$ cat src/rtl/hdmi_island_scheduler.sv
// HDMI data island scheduler: frames islands inside blanking and picks which
// pending packet source owns each 32-cycle packet slot (lowest index first).
module hdmi_island_scheduler #(
  parameter int                 NUM_SRC     = 4,
  parameter logic [NUM_SRC-1:0] FIELD_MASK  = 4'b1100,
  parameter int                 MAX_PACKETS = 18,
  parameter int                 MIN_GAP     = 12,
  parameter int                 CNT_W       = 12
) (
  input  logic                                    clk_pixel,
  input  logic                                    reset,
  input  logic                                    video_field_end,
  input  logic [CNT_W-1:0]                        blank_remaining,
  input  logic [NUM_SRC-1:0]                      req,
  output logic                                    preamble,
  output logic                                    guard,
  output logic                                    packet_enable,
  output logic [4:0]                              packet_pixel_counter,
  output logic [(NUM_SRC > 1 ? $clog2(NUM_SRC) : 1)-1:0] packet_sel,
  output logic [NUM_SRC-1:0]                      done,
  output logic [NUM_SRC-1:0]                      pending
);

  localparam int SEL_W = (NUM_SRC > 1) ? $clog2(NUM_SRC) : 1;
  localparam int GAP_W = $clog2(MIN_GAP + 1);
  localparam int PKT_W = $clog2(MAX_PACKETS + 1);

  // A fresh island needs room for preamble, lead guard, one packet and trail guard.
  localparam logic [CNT_W-1:0] START_NEED = CNT_W'(44);
  localparam logic [CNT_W-1:0] NEXT_NEED  = CNT_W'(34);
  localparam logic [GAP_W-1:0] GAP_MAX    = GAP_W'(MIN_GAP);
  localparam logic [PKT_W-1:0] PKT_MAX    = PKT_W'(MAX_PACKETS);

  typedef enum logic [2:0] {
    IDLE,
    PREAMBLE,
    LEAD_GUARD,
    PACKET,
    TRAIL_GUARD
  } state_t;

  state_t             state_q, state_d;
  logic [4:0]         cnt_q, cnt_d;
  logic [SEL_W-1:0]   sel_q, sel_d;
  logic [PKT_W-1:0]   pktCnt_q, pktCnt_d;
  logic [GAP_W-1:0]   gap_q, gap_d;
  logic [NUM_SRC-1:0] pending_q, pending_d;

  logic               preamble_q, guard_q, pktEn_q;
  logic [4:0]         pixCnt_q;
  logic [SEL_W-1:0]   selOut_q;
  logic [NUM_SRC-1:0] done_q;

  function automatic logic [SEL_W-1:0] lowestIdx(input logic [NUM_SRC-1:0] v);
    lowestIdx = '0;
    for (int i = NUM_SRC - 1; i >= 0; i--) begin
      if (v[i]) lowestIdx = SEL_W'(i);
    end
  endfunction

  function automatic logic [NUM_SRC-1:0] oneHot(input logic [SEL_W-1:0] s);
    oneHot = '0;
    oneHot[s] = 1'b1;
  endfunction

  always_comb begin
    state_d  = state_q;
    cnt_d    = cnt_q;
    sel_d    = sel_q;
    pktCnt_d = pktCnt_q;
    gap_d    = gap_q;
    // done_q is high exactly on the finishing packet's last cycle; new requests win.
    pending_d = (pending_q & ~done_q) | req | (video_field_end ? FIELD_MASK : '0);

    case (state_q)
      IDLE: begin
        if (gap_q != GAP_MAX) gap_d = gap_q + 1'b1;
        if (pending_q != '0 && gap_q == GAP_MAX && blank_remaining >= START_NEED) begin
          state_d = PREAMBLE;
          cnt_d   = '0;
        end
      end
      PREAMBLE: begin
        if (cnt_q == 5'd7) begin
          state_d = LEAD_GUARD;
          cnt_d   = '0;
        end else begin
          cnt_d = cnt_q + 5'd1;
        end
      end
      LEAD_GUARD: begin
        if (cnt_q == 5'd1) begin
          state_d  = PACKET;
          cnt_d    = '0;
          sel_d    = lowestIdx(pending_q);
          pktCnt_d = PKT_W'(1);
        end else begin
          cnt_d = cnt_q + 5'd1;
        end
      end
      PACKET: begin
        if (cnt_q == 5'd31) begin
          if (pending_d != '0 && pktCnt_q < PKT_MAX && blank_remaining >= NEXT_NEED) begin
            cnt_d    = '0;
            sel_d    = lowestIdx(pending_d);
            pktCnt_d = pktCnt_q + 1'b1;
          end else begin
            state_d = TRAIL_GUARD;
            cnt_d   = '0;
          end
        end else begin
          cnt_d = cnt_q + 5'd1;
        end
      end
      TRAIL_GUARD: begin
        if (cnt_q == 5'd1) begin
          state_d = IDLE;
          cnt_d   = '0;
          gap_d   = '0;
        end else begin
          cnt_d = cnt_q + 5'd1;
        end
      end
      default: state_d = IDLE;
    endcase
  end

  // Outputs are registered from next-state so they line up with the state register.
  always_ff @(posedge clk_pixel or posedge reset) begin
    if (reset) begin
      state_q    <= IDLE;
      cnt_q      <= '0;
      sel_q      <= '0;
      pktCnt_q   <= '0;
      gap_q      <= GAP_MAX;
      pending_q  <= '0;
      preamble_q <= 1'b0;
      guard_q    <= 1'b0;
      pktEn_q    <= 1'b0;
      pixCnt_q   <= '0;
      selOut_q   <= '0;
      done_q     <= '0;
    end else begin
      state_q    <= state_d;
      cnt_q      <= cnt_d;
      sel_q      <= sel_d;
      pktCnt_q   <= pktCnt_d;
      gap_q      <= gap_d;
      pending_q  <= pending_d;
      preamble_q <= (state_d == PREAMBLE);
      guard_q    <= (state_d == LEAD_GUARD) || (state_d == TRAIL_GUARD);
      pktEn_q    <= (state_d == PACKET);
      pixCnt_q   <= (state_d == PACKET) ? cnt_d : '0;
      selOut_q   <= (state_d == PACKET) ? sel_d : '0;
      done_q     <= (state_d == PACKET && cnt_d == 5'd31) ? oneHot(sel_d) : '0;
    end
  end

  assign preamble             = preamble_q;
  assign guard                = guard_q;
  assign packet_enable        = pktEn_q;
  assign packet_pixel_counter = pixCnt_q;
  assign packet_sel           = selOut_q;
  assign done                 = done_q;
  assign pending              = pending_q;

endmodule
$ cat config.mk
export PLATFORM = sky130hd
export DESIGN_NAME = hdmi_island_scheduler
export DESIGN_NICKNAME = d
export VERILOG_FILES = /design/src/rtl/hdmi_island_scheduler.sv
export SDC_FILE = /design/constraint.sdc
export NUM_CORES = 1
export LEC_CHECK = 0
export ABC_AREA = 1
export CORE_MARGIN = 10
export CORE_UTILIZATION = 56
export CTS_CLUSTER_DIAMETER = 100
export CTS_CLUSTER_SIZE = 24
export DETAILED_ROUTE_END_ITERATION = 8
export PLACE_DENSITY = 0.84
export SKIP_CTS_REPAIR_TIMING = 1
export SYNTH_ARGS = -nofsm -noshare
export SYNTH_HDL_FRONTEND = slang
export SYNTH_SLANG_ARGS = --single-unit
$ cat constraint.sdc
create_clock -name clk_pixel -period 5.4 [get_ports clk_pixel]
set_input_delay 0.54 -clock clk_pixel [delete_from_list [all_inputs] [get_ports clk_pixel]]
set_output_delay 0.54 -clock clk_pixel [all_outputs]
set_load 0.01 [all_outputs]
**Metal 1**

Bar = 20 µm.
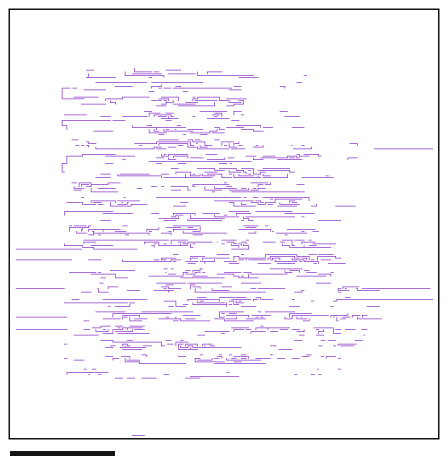
longest straight run: 19.3 µm
wire length on this layer: 1910 µm

**The metal 2 layer**

Bar = 20 µm. Cells faint in the background.
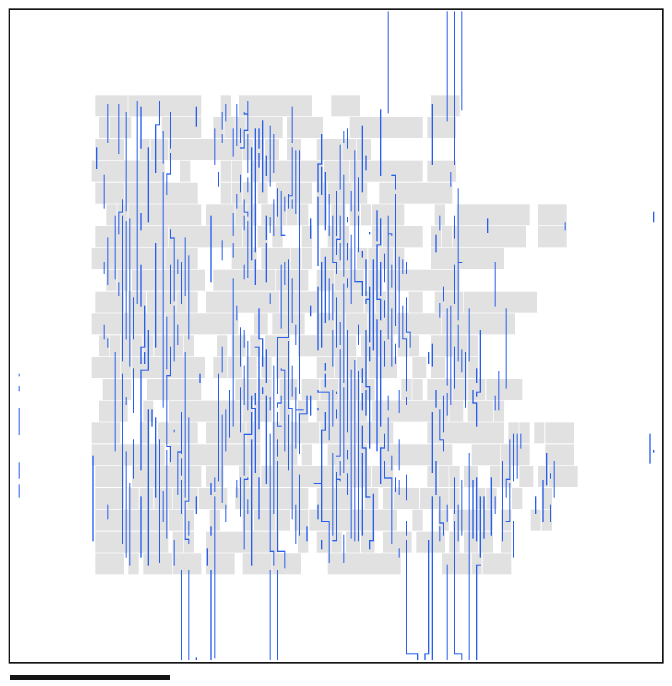
wire length on this layer: 2250 µm
nets with wire on the layer: 256
share of all routed wire: 50%

==> notes.md <==
Main metrics from the flow reports.

The initial antenna violation count is 0. The detail route stage leaves a number of antenna-violating nets equal to 0. The relative area of non-clock buffer cells in the final design came out at 13.6%. The tally of max-capacitance violations is 0. The final weighted congestion in routability-driven placement came out at 0.826. The kind of start point of the critical path is a flip-flop.

By startpoint and endpoint, the worst setup path is classified as flip-flop to flip-flop. The H-tree generated during clock tree synthesis spans 2 levels. In this build the clock could be raised as far as 0.461 GHz.

The first-pass GRT wire length is 7.79 mm. The top fanout value on the critical path is 7. Per the layout area report, the register area comes to 928 µm². The synthesis report lists the Yosys warning total as 0.

The shortest period the worst path allows is 2170 ps. The most numerous cell type found on the critical path is sky130_fd_sc_hd__ha_1. The sequential portion of the cell area came out at 35.3%.

Global routing used 15.8% of the available met1 tracks. The worst clock skew came out at 5.87 ps. The portion of total power attributed to the clock network came out at 23.0%. Non-clock inverters in the final layout number 45. The horizontal extent of the die came out at 81.3 µm. The number of max-slew violations in the final report is 0. Of the available clock period, the critical path in the final layout requires 40.2%. The netlist area before placement is 2100 µm². The power density over the cells came out at 406 nW/µm².

OpenSTA lists the critical path startpoint as cnt_q[0]. The delay of the slowest cell on the worst path came out at 410 ps. Counting tap cells, the placed design contains a total of 332 instances.

The critical path contains buffers and inverters numbering 0 combined. Ranked by instance count, the synthesized netlist is headed by sky130_fd_sc_hd__nand2_1 (50), sky130_fd_sc_hd__dfrtp_1 (35), sky130_fd_sc_hd__inv_1 (34). Pin placement for this block handled 37 I/O pins.

The total leakage power came out at 1.27 nW. By instance count after routing, the leading logic cell type is sky130_fd_sc_hd__nand2_1. The estimated wirelength of the detail-placed design came out at 3.50 mm. The number of hold violations in the final report came out at 0. Summing all placed instances gives a cell area of 2510 µm². Excluding fillers, the count of instances in the completed layout stands at 340.

The largest area contributor in the synthesized netlist is sky130_fd_sc_hd__dfrtp_1. The flow ran to the end, and the final reports show no timing, DRC or antenna violations. After routing the design area is 2630 µm². Per the layout area report, the combinational fraction of cell area is 37.8%.

The later pin in the worst-skew pair is clocked with a latency of 290 ps. Looking at the clock tree report, the root buffer type is sky130_fd_sc_hd__clkbuf_8. The main area contributors are sky130_fd_sc_hd__dfrtp_1 (42%), sky130_fd_sc_hd__nand2_1 (8.9%), sky130_fd_sc_hd__inv_1 (6.1%). The via count of the routed design is 1707. The pin count of the biggest net entering global routing is 38. Global route summary, busiest routing layer listed as met2. The multi-input logic area is 993 µm². For the worst reg-to-reg path, the endpoint reported by OpenROAD is pktCnt_q[2]. The start point of the worst hold path is cnt_q[0]. For reference, the post-synthesis area per instance comes to 8.45 µm². The met3 capacity usage during global routing came out at 5.85%. The count of mapped cells out of synthesis is 249. The synthesized netlist has a Yosys-reported chip area of 2100 µm².

The design has 37 sequential cells. The type of element capturing the critical path is a flip-flop. The standard cell with the maximum stage delay on the critical path is sky130_fd_sc_hd__dfrtp_1. The clock edge transition at the registers on the reported setup and hold paths is 70 ps. The number of clock buffers in the layout came out at 7. The row count came out at 22. The number of antenna diodes came out at 0.

The post-synthesis xor/xnor area fraction came out at 2.08%. The detailed-route DRC error count came out at 0. The total wire length came out at 4.53 mm. Summing the areas of all and, or, nand and nor instances in the mapped netlist gives 31.7% of the synthesized area. The aggregate negative setup slack came out at 0 ps.

Setup repair after global routing left no endpoint under its margin. The end-of-flow timing check tallies setup violations at 0. The post-synth register bit count is 37.

For reference, the critical path cell chain is ha_1, nand2_1, nor2_1, ha_1, nand4_1, o21ai_2, and3_1, nor3_1. The internal power summed over all cells came out at 0.652 mW. The area added between synthesis and finish came out at 24.9%. The critical path depth came out at 8. After Yosys synthesis, AND-OR and OR-AND compound gates account for 9.87% of the synthesized area. The total cells reported by yosys after synthesis came out at 249. The share of power burned in combinational logic is 41.1%. The mean routed wirelength per cell is 13.3 µm. The proportion of synthesized area in mux cells is 0%. The most frequently used library cell after synthesis is sky130_fd_sc_hd__nand2_1. Yosys mapped a number of flops with a built-in enable equal to 0.

The first-pass detailed-route iteration total is 4. For the worst flop-to-flop path, the logic depth is 8. The number of buffers on the longest clock path came out at 2. The share of synthesized cell area in full adder, half adder and majority cells is 3.57%. In this run the standard cell core region covers 3660 µm². The most frequently used flop master after synthesis is sky130_fd_sc_hd__dfrtp_1. The met2 demand-to-capacity share in global routing came out at 26.3%. Counting instances, the worst hold path has a depth of 1. Counting flops with an async set or reset pin after synthesis yields a share of 100%.
[power groups by stage]
stage	clock network (mW)	registers, mW	logic (mW)
finish	0.245	0.383	0.438
floorplan	0	0.390	0.314
CTS	0.248	0.382	0.439
global route	0.258	0.391	0.497
global placement	0	0.385	0.423
detailed placement	0	0.387	0.434
[per-layer routing]
metal	up-vias	wire [µm]
met1	784	1910
met5	-	0
met4	0	102
met2	34	2250
met3	13	268
li1	876	-
[sequential cells by signal (all words and copies together) (netlist names), 2 cells and up]
name and count:
pktCnt_q 5, sel_q 2, packet_sel 2, packet_pixel_counter 5, state_q 3, cnt_q 5
pending 4, gap_q 4, done 4
Power and IR drop assume default switching activity.
